==> config.mk <==
export PLATFORM = sky130hd
export DESIGN_NAME = sync_fifo
export DESIGN_NICKNAME = d
export VERILOG_FILES = /design/src/rtl/test_ctrl_wb_sync_fifo.sv
export SDC_FILE = /design/constraint.sdc
export NUM_CORES = 1
export LEC_CHECK = 0
export CAP_MARGIN = 20
export CORE_ASPECT_RATIO = 1.5
export CORE_UTILIZATION = 40
export CTS_CLUSTER_SIZE = 28
export DETAILED_ROUTE_END_ITERATION = 16
export GPL_ROUTABILITY_DRIVEN = 0
export PLACE_DENSITY = 0.62
export RECOVER_POWER = 25
export SYNTH_ARGS = -nofsm -noshare
export SYNTH_HDL_FRONTEND = slang
export SYNTH_SLANG_ARGS = --single-unit
==> constraint.sdc <==
create_clock -name clk_i -period 2.4 [get_ports clk_i]
set_clock_uncertainty 0.05 [all_clocks]
set_input_delay 0.72 -clock clk_i [delete_from_list [all_inputs] [get_ports clk_i]]
set_output_delay 0.72 -clock clk_i [all_outputs]
set_load 0.005 [all_outputs]
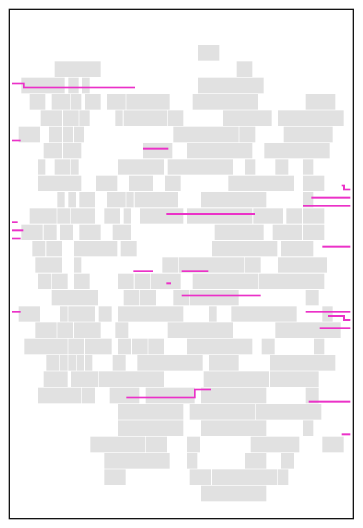
Figure 1: the metal 3 layer.
Drawn at 6 px/um.
- nets with wire on the layer: 18
- share of all routed wire: 4.0%
- main direction: horizontal
- longest straight run: 18.4 um
- wire length on this layer: 124 um
GR Layer Usage met3: 3.39%
total via count in the routed design: 1066
total wire length after detailed routing: 3.12 mm

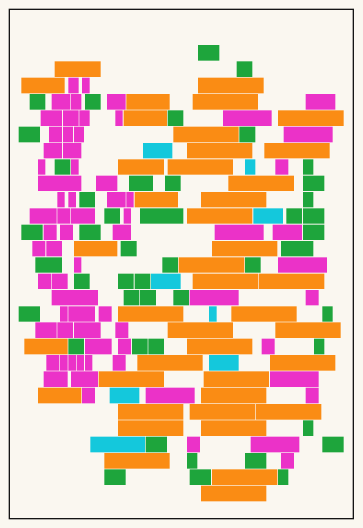
Figure 2: placed cells, one color a class.
Drawn at 6 px/um.
- green: other buffers and delay cells (cells 46; share of their area 17%)
- cyan: clock drivers and dummy loads (cells 8; share of their area 4.5%)
- magenta: combinational and other logic (cells 69; share of their area 28%)
- orange: flops (cells 41; share of their area 50%)
core footprint: 0.00428 sq mm
floorplan row count: 29
final design area excluding fillers: 0.00233 sq mm
fraction of area in registers: 49.1%
final core utilization: 54.4%

==> README.md <==
| Metric | Reported | Unit |
|:---|:---|:---|
| Vias per Instance | 5.08 | - |
| Clk slew on worst S/H paths | 0.07 | ns |
| Insertion delay of the later-clocked pin in the worst-skew pair | 0.28 | ns |
| Clk tree area frac | 4.40 | % |
| Area taken by flip-flops and latches | 0.00114 | sq mm |
| Length of routed met3 wiring | 124 | um |
| Total leakage power | 0.000885 | uW |
| Peak-usage layer in the global routing report | met2 | - |
| Met2 Use GR | 27.2 | % |
| Comb power frac | 25.8 | % |
| Seq power | 846 | uW |
| Number of buffers created by CTS | 5 | - |
| Quantity of gates resized following cts | 28 | - |
| DRC violation count after routing | 5 | - |
| Most frequent cells after synthesis | 32 x sky130_fd_sc_hd__edfxtp_1, 9 x sky130_fd_sc_hd__dfxtp_1, 8 x sky130_fd_sc_hd__mux4_2, 8 x sky130_fd_sc_hd__nor2b_1, 7 x sky130_fd_sc_hd__inv_1 | - |
| Dominant synthesized flop cell | sky130_fd_sc_hd__edfxtp_1 | - |
| Power density over cell area | 770 | mW/mm^2 |
| Routed len/inst | 14.9 | um |
| Number of flip-flops under the largest register name | 32 | - |
| Area after DPL | 0.00218 | sq mm |
| Routed Antenna Nets | 0 | - |
| Post-layout instance count excluding filler cells | 210 | - |
| Count of clock tree sinks | 41 | - |
| Number of instances in the placed design | 195 | - |
| Max Transition Viols Final | 0 | - |
| CP cell instances | buf_12 -> buf_4 -> mux4_2 -> nor2b_1 -> buf_2 | - |
| CTS tree | built | - |
| Crit path kind | flip-flop to output port | - |
| Fill cells | 377 | - |
| Largest contributor to cell area by class | registers | - |
| Multi-input combinational cell count | 62 | - |
| Largest net degree at the start of global routing | 14 | - |
| Count of tool warnings | 31 | - |
| Layout Area Growth over Synthesis | 27.9 | % |
| Number of clock-tree buffers in the layout | 7 | - |
| Top-level I/O count | 22 | - |
| Sw Share | 24.6 | % |
| Combined area of all synthesized cells | 0.00182 | sq mm |
| Horizontal die size | 57.1 | um |
| First-pass GRT wire length | 5.25 | mm |
| Final critical-path share of the clock period | 98.7 | % |
| Hold/Removal Path Class | flip-flop to flip-flop | - |
| Setup crit start kind | flip-flop | - |
| Setup violators final | 0 | - |
| Status | finished with violations | - |
| Part of the total power dissipated in the clock network | 27.1 | % |
| Inverters | 7 | - |
| Count of flip-flops with a built-in enable after synthesis | 32 | - |
| Dominant kind of combinational cell | multiplexers | - |
| Final number of hold-violating endpoints | 0 | - |
| Registers | 41 | - |
| Root Buffer | sky130_fd_sc_hd__clkbuf_8 | - |
| Combinational cell power | 463 | uW |
| CP endpoint kind | output port | - |
| Distinct lib cells used | 36 | - |
| Share of final-layout standard cells stronger than drive strength 1 | 35.4 | % |
| Cell taking the most area after synthesis | sky130_fd_sc_hd__edfxtp_1 | - |
| Total global routing track utilization | 14.8 | % |
| Highest-count cells in the layout ignoring fill and taps | 32 x sky130_fd_sc_hd__edfxtp_1, 22 x sky130_fd_sc_hd__buf_4, 8 x sky130_fd_sc_hd__mux4_2 | - |
| Detailed-router iteration count before antenna repair | 10 | - |
| Iter 0 DRT Violations | 22 | - |
| Slew headroom | 75.6 | % |
| M1 wire length | 1.22 | mm |
| Total congestion overflow after global routing | 0 | - |
| Setup slack, reg-to-reg | 0.53 | ns |
| Multi-input gate area in the final layout | 611 | sq um |
| Worst IR Drop VDD | 0.000379 | V |
| Number of max-cap violations | 0 | - |
| Final Critical Period | 2.37 | ns |
| Clock distribution power | 485 | uW |
| Placement Setup Slack | -0.0682 | ns |
| Share of cell area taken by muxes after synthesis | 11.1 | % |
| Highest net fanout along the worst path | 7 | - |
| Failing checks | DRC | - |
| Worst Hold Margin | 0.484 | ns |
Power figures rest on the tool's default switching activity, not on a simulated workload.
